File: config.mk
export PLATFORM = sky130hd
export DESIGN_NAME = sr_pq_r
export DESIGN_NICKNAME = d
export VERILOG_FILES = /design/src/rtl/pq_pkg.sv /design/src/rtl/sr_pq_r_stage.sv /design/src/rtl/sr_pq_r.sv
export SDC_FILE = /design/constraint.sdc
export NUM_CORES = 1
export LEC_CHECK = 0
export ABC_CLOCK_PERIOD_IN_PS = 3000
export CORE_ASPECT_RATIO = 0.9
export CORE_MARGIN = 1.5
export CORE_UTILIZATION = 50
export CTS_BUF_LIST = sky130_fd_sc_hd__clkbuf_8 sky130_fd_sc_hd__clkbuf_16
export CTS_CLUSTER_DIAMETER = 100
export DETAILED_ROUTE_END_ITERATION = 7
export DONT_BUFFER_PORTS = 1
export GPL_TIMING_DRIVEN = 0
export PLACE_DENSITY_LB_ADDON = 0.15
export SLEW_MARGIN = 20
export SYNTH_ARGS = -nofsm -noshare
export SYNTH_HDL_FRONTEND = slang
export SYNTH_SLANG_ARGS = --single-unit
File: constraint.sdc
create_clock -name clk -period 3 [get_ports clk]
set_input_delay 0.3 -clock clk [delete_from_list [all_inputs] [get_ports clk]]
set_output_delay 0.3 -clock clk [all_outputs]
set_load 0.01 [all_outputs]
File: src/rtl/pq_pkg.sv
// rtl/pq_pkg.sv - shared key/value types, empty marker and op encoding for the shift-register PQ
package pq_pkg;

    localparam int KEY_BITS = 8;
    localparam int VAL_BITS = 8;

    typedef struct packed {
        logic [KEY_BITS-1:0] key;
        logic [VAL_BITS-1:0] value;
    } kv_t;

    // Invalid stages always carry this pattern so the head output needs no extra muxing
    localparam kv_t KV_EMPTY = '{key: {KEY_BITS{1'b1}}, value: {VAL_BITS{1'b0}}};

    typedef enum logic [1:0] {
        OP_NONE = 2'd0,
        OP_ENQ  = 2'd1,
        OP_DEQ  = 2'd2,
        OP_REPL = 2'd3
    } pq_op_t;

    // Strict ordering: equal keys never overtake, which keeps ties in arrival order
    function automatic logic key_before(input kv_t a, input kv_t b);
        return a.key < b.key;
    endfunction

endpackage

File: src/rtl/sr_pq_r_stage.sv
// rtl/sr_pq_r_stage.sv - one queue stage: holds kv+vld, decides its next value from neighbours
module sr_pq_r_stage
    import pq_pkg::*;
#(
    parameter int STAGE = 1
) (
    input  logic   clk,
    input  logic   rst,
    input  pq_op_t op,
    input  kv_t    kvi,
    input  kv_t    prev_kv,
    input  logic   prev_vld,
    input  logic   prev_lt,
    input  kv_t    next_kv,
    input  logic   next_vld,
    input  logic   next_lt,
    output kv_t    kv,
    output logic   vld,
    output logic   lt
);

    localparam logic IS_HEAD = (STAGE == 1);

    kv_t  kv_d;
    logic vld_d;

    // An empty stage always compares as "new item goes here or earlier"
    assign lt = !vld || key_before(kvi, kv);

    // Next-value selection for enqueue, dequeue and replace
    always_comb begin
        kv_d  = kv;
        vld_d = vld;
        unique case (op)
            OP_ENQ: begin
                if (prev_lt && lt) begin
                    // Item ahead of us is displaced backwards by the insertion
                    kv_d  = prev_kv;
                    vld_d = prev_vld;
                end else if (!prev_lt && lt) begin
                    // Insertion point: first stage whose key is larger than kvi
                    kv_d  = kvi;
                    vld_d = 1'b1;
                end
            end
            OP_DEQ: begin
                kv_d  = next_kv;
                vld_d = next_vld;
            end
            OP_REPL: begin
                if (!next_lt) begin
                    // Next item still sorts before kvi, so it moves up into the freed slot
                    kv_d  = next_kv;
                    vld_d = next_vld;
                end else if (IS_HEAD || !lt) begin
                    kv_d  = kvi;
                    vld_d = 1'b1;
                end
            end
            default: begin
            end
        endcase
    end

    // Stage register with synchronous reset to the empty marker
    always_ff @(posedge clk) begin
        if (rst) begin
            kv  <= KV_EMPTY;
            vld <= 1'b0;
        end else begin
            kv  <= kv_d;
            vld <= vld_d;
        end
    end

endmodule

File: src/rtl/sr_pq_r.sv
// rtl/sr_pq_r.sv - DEPTH-stage shift-register priority queue, min key at head; optional SR_PQ_OVF_EN overflow eject
module sr_pq_r
    import pq_pkg::*;
#(
    parameter int DEPTH = 8,
    parameter int CNT_W = $clog2(DEPTH + 1)
) (
    input  logic             clk,
    input  logic             rst,
    input  logic             enq,
    input  logic             deq,
    input  kv_t              kvi,
    output kv_t              kvo,
    output logic             kvo_vld,
    output logic [CNT_W-1:0] count,
    output logic             full,
    output logic             empty,
`ifdef SR_PQ_OVF_EN
    output logic             ovf_vld,
    output kv_t              ovf_kv,
`endif
    output logic             err
);

    // Index 0 and DEPTH+1 are virtual neighbours that bound the chain
    kv_t    kv_a  [0:DEPTH+1];
    logic   vld_a [0:DEPTH+1];
    logic   lt_a  [0:DEPTH+1];
    pq_op_t op;
    logic   op_err;
`ifdef SR_PQ_OVF_EN
    logic   ovf_hit;
`endif

    assign kv_a[0]        = KV_EMPTY;
    assign vld_a[0]       = 1'b0;
    assign lt_a[0]        = 1'b0;
    assign kv_a[DEPTH+1]  = KV_EMPTY;
    assign vld_a[DEPTH+1] = 1'b0;
    assign lt_a[DEPTH+1]  = 1'b1;

    assign full    = (count == CNT_W'(DEPTH));
    assign empty   = (count == '0);
    assign kvo     = kv_a[1];
    assign kvo_vld = vld_a[1];

    // Decode enq/deq into a single operation for all stages, flag illegal requests
    always_comb begin
        op     = OP_NONE;
        op_err = 1'b0;
`ifdef SR_PQ_OVF_EN
        ovf_hit = 1'b0;
`endif
        if (enq && deq && !empty) begin
            op = OP_REPL;
        end else if (enq) begin
            // Replace on an empty queue lands here and behaves as a plain enqueue
            if (!full) begin
                op = OP_ENQ;
            end else begin
`ifdef SR_PQ_OVF_EN
                // Normal enqueue pushes the tail out; if kvi sorts last nothing moves
                op      = OP_ENQ;
                ovf_hit = 1'b1;
`else
                op_err  = 1'b1;
`endif
            end
        end else if (deq) begin
            if (!empty) begin
                op = OP_DEQ;
            end else begin
                op_err = 1'b1;
            end
        end
    end

    for (genvar i = 1; i <= DEPTH; i++) begin : g_stage
        sr_pq_r_stage #(
            .STAGE(i)
        ) u_stage (
            .clk     (clk),
            .rst     (rst),
            .op      (op),
            .kvi     (kvi),
            .prev_kv (kv_a[i-1]),
            .prev_vld(vld_a[i-1]),
            .prev_lt (lt_a[i-1]),
            .next_kv (kv_a[i+1]),
            .next_vld(vld_a[i+1]),
            .next_lt (lt_a[i+1]),
            .kv      (kv_a[i]),
            .vld     (vld_a[i]),
            .lt      (lt_a[i])
        );
    end

    // Occupancy counter and single-cycle error pulse
    always_ff @(posedge clk) begin
        if (rst) begin
            count <= '0;
            err   <= 1'b0;
        end else begin
            err <= op_err;
            unique case (op)
                OP_ENQ:  if (!full) count <= count + CNT_W'(1);
                OP_DEQ:  count <= count - CNT_W'(1);
                default: begin
                end
            endcase
        end
    end

`ifdef SR_PQ_OVF_EN
    // Capture whichever entry falls off the end on an enqueue into a full queue
    always_ff @(posedge clk) begin
        if (rst) begin
            ovf_vld <= 1'b0;
            ovf_kv  <= KV_EMPTY;
        end else begin
            ovf_vld <= ovf_hit;
            if (ovf_hit) begin
                ovf_kv <= lt_a[DEPTH] ? kv_a[DEPTH] : kvi;
            end
        end
    end
`endif

endmodule
Figure 1. Gate-type map.
Scale: 2 px per um.
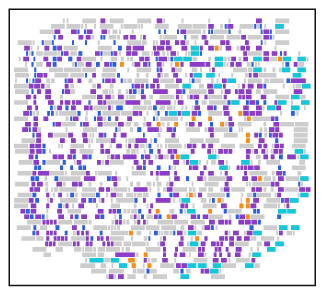
[blue] nand cells | cells: 181 | where: spread over the die
[purple] aoi and oai cells | cells: 464 | where: spread over the die
[orange] and/or cells | cells: 30
[cyan] fa/ha/maj cells | cells: 59
final std cells w/o fill: 1553
combinational share of cell area: 0.585

Figure 2. Ports around the boundary.
Scale: 2 px per um. Pins as bars across the die edge, other pins in gray.
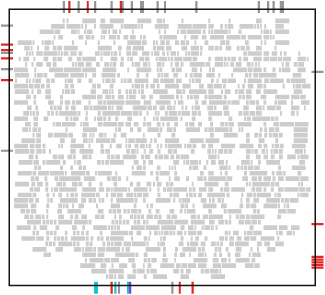
[purple] empty | pins: 1 | direction: output | edge: south
[cyan] count | pins: 4 | direction: output | edge: south
[red] kvi | pins: 16 | direction: input | edge: 6 east, 4 west, 3 south, 3 north
x dimension of the die: 152 um
die outline height: 137 um

==> impl_metrics.ini <==
; yosys + openroad results
[sta]
fin_skew_ns = 0.0169
setup_tns_ns = 0
whs_ns = 0.00534
postLayoutSetupSlackWorst_ns = 0.0664
grt_setup_unrepaired = true
normalized_max_slew_margin = 0.354
post_route_fraction_of_the_period_consumed_by_the_critical_path = 0.978
total_of_endpoints_with_negative_setup_slack_in_the_final_report = 0
timing.final.max_slew_violations = 0
hold_violations = 0
fin_crit_ns = 2.93
worst_pin_slew_ns = 0.969

[cts]
maximum_level_of_the_cts_h_tree = 4
path_clk_slew_ns = 0.06
ctsRootBufferMaster = sky130_fd_sc_hd__clkbuf_16
cts_tree = done
post_cts_resize_count = 20
number_of_buffers_added_by_the_clock_tree_synthesis_step = 17
clock_latency_ns = 0.45
cts.sinks = 141
clock_path_buffers = 2
cts.hold.buffers_added = 0

[global_routing]
grt_busiest_layer = met2
grtUsageTotal = 0.385
grt.met2_usage = 0.596
globalRouteMet1Util = 0.519
grt_start_max_net_pins = 17
grtUsageMet3 = 0.0701
vias_in_the_first_global_route = 10465
grt_overflow_total = 0
first_pass_grt_wire_length_mm = 62.2
antenna_found_initial = 0

[setup_path]
critical-path-slowest-cell = sky130_fd_sc_hd__dfxtp_1
cp_cell_sequence = inv_1 > ha_1 > a21oi_1 > o22ai_1 > a211o_1 > nand2_2 > clkbuf_2 > nand2_1 > a221oi_2
regToRegStartpoint = g_stage[6].u_stage.kv[13]
cp.buffers_inverters = 2
critPathCapture = g_stage[6].u_stage.vld
critical_path_start_end_classification = reg2reg
timing.reg2reg.worst_path_depth = 9
r2r_slack_ns = 0.07
worst-endpoint-required_ns = 3.30
worstSetupStartpoint = g_stage[6].u_stage.kv[13]
cp.depth = 9
endpoint_type_of_the_worst_setup_path = register
critPathLaunchType = register
critical_path_peak_fanout = 10
reg2reg_to = g_stage[6].u_stage.vld

[final_layout]
number_of_antenna_repair_diodes = 0
multiInputCombCellCount = 921
logic_area_mm2 = 0.00649
sequential_cell_area_mm2 = 0.00283
sequential_cell_total = 141
layout.area.top_class = logic gates
utilization = 0.573
layout-area-overhead-vs-synth_pct = 10.8
top_reg_by_flops = g_stage.u_stage.kv
count_of_inverters_other_than_clock_inverters_in_the_layout = 88
final_nets = 1370
final_layout_size_suffix_gt1_frac = 0.120
layout.non_clock_buffers = 122
filler_instances = 1851
seq_share = 0.255
largest_register_ff_count = 128
buffer_area_frac = 0.0528
layout_top_cell = sky130_fd_sc_hd__dfxtp_1

[logic_synthesis]
synth_warnings = 0
summed_standard_cell_area_reported_by_yosys_mm2 = 0.0100
flop_cell = sky130_fd_sc_hd__dfxtp_1
synthAdderAreaFrac = 0.0744
yosys.area.top_type = sky130_fd_sc_hd__dfxtp_1
post_synth_instance_area_mm2 = 0.0100
postSynthRegisterBits = 141
synthSimpleGateAreaFrac = 0.170
ys_top_cells_by_area = sky130_fd_sc_hd__dfxtp_1 (28%), sky130_fd_sc_hd__ha_1 (7.2%), sky130_fd_sc_hd__nand3_1 (3.8%), sky130_fd_sc_hd__o31ai_1 (3.4%), sky130_fd_sc_hd__inv_1 (3.3%)
synthesis.area_per_instance_um2 = 7.90
top_cells_by_count = sky130_fd_sc_hd__dfxtp_1 (141), sky130_fd_sc_hd__inv_1 (87), sky130_fd_sc_hd__nand3_1 (77), sky130_fd_sc_hd__nand2_1 (70), sky130_fd_sc_hd__nor2_1 (66)
ys_cells = 1269
synth.mux.area_fraction = 0.0124
synth-edff-count = 0
postSynth.asyncResetShare = 0
ys_types = 74
post_synthesis_net_count = 1348
top_cell_area_share = 0.281
synth-compound-area-share = 0.374

[drt]
wl_cell_um = 26.1
detail_route.drc_violations = 0
met1_length_mm = 17.2
detailed_routed_wire_length_on_met3_mm = 3.76
initialDrtViolationCount = 1607
detail_route.first_pass.iterations = 6
drt-vias-per-instance = 7.34
wl_met2_mm = 17.5

[floorplanning]
floorplan.core_util = 0.517
boundaryPins = 44
placeableCoreArea_mm2 = 0.0194
floorplan.die_area_mm2 = 0.0209

[power_and_ir_drop]
p_int_mw = 6.43
power_top_consumer = combinational logic
clock_net_power_mw = 2.08
vdd_drop_max_mv = 0.470
power.static_leakage_nw = 4.64
power_frac_seq = 0.289
power.total_mw = 13.1
clock_power_share = 0.159
total_combinational_power_mw = 7.21
seq-power_mw = 3.78
p_sw_mw = 6.64

[placement]
gp_congestion = 1.01
numPortBuffers = 0
dpl_cell_area_mm2 = 0.0103
place_ws_ns = -0.734

[job]
max_cap_viol_count = 0
warnings = 27

[worst_hold_path]
worst_hold_startpoint = kvi[5]
worst_hold_path.endpoint = g_stage[1].u_stage.kv[5]
hp-class = in2reg

[status]
outcome = completed
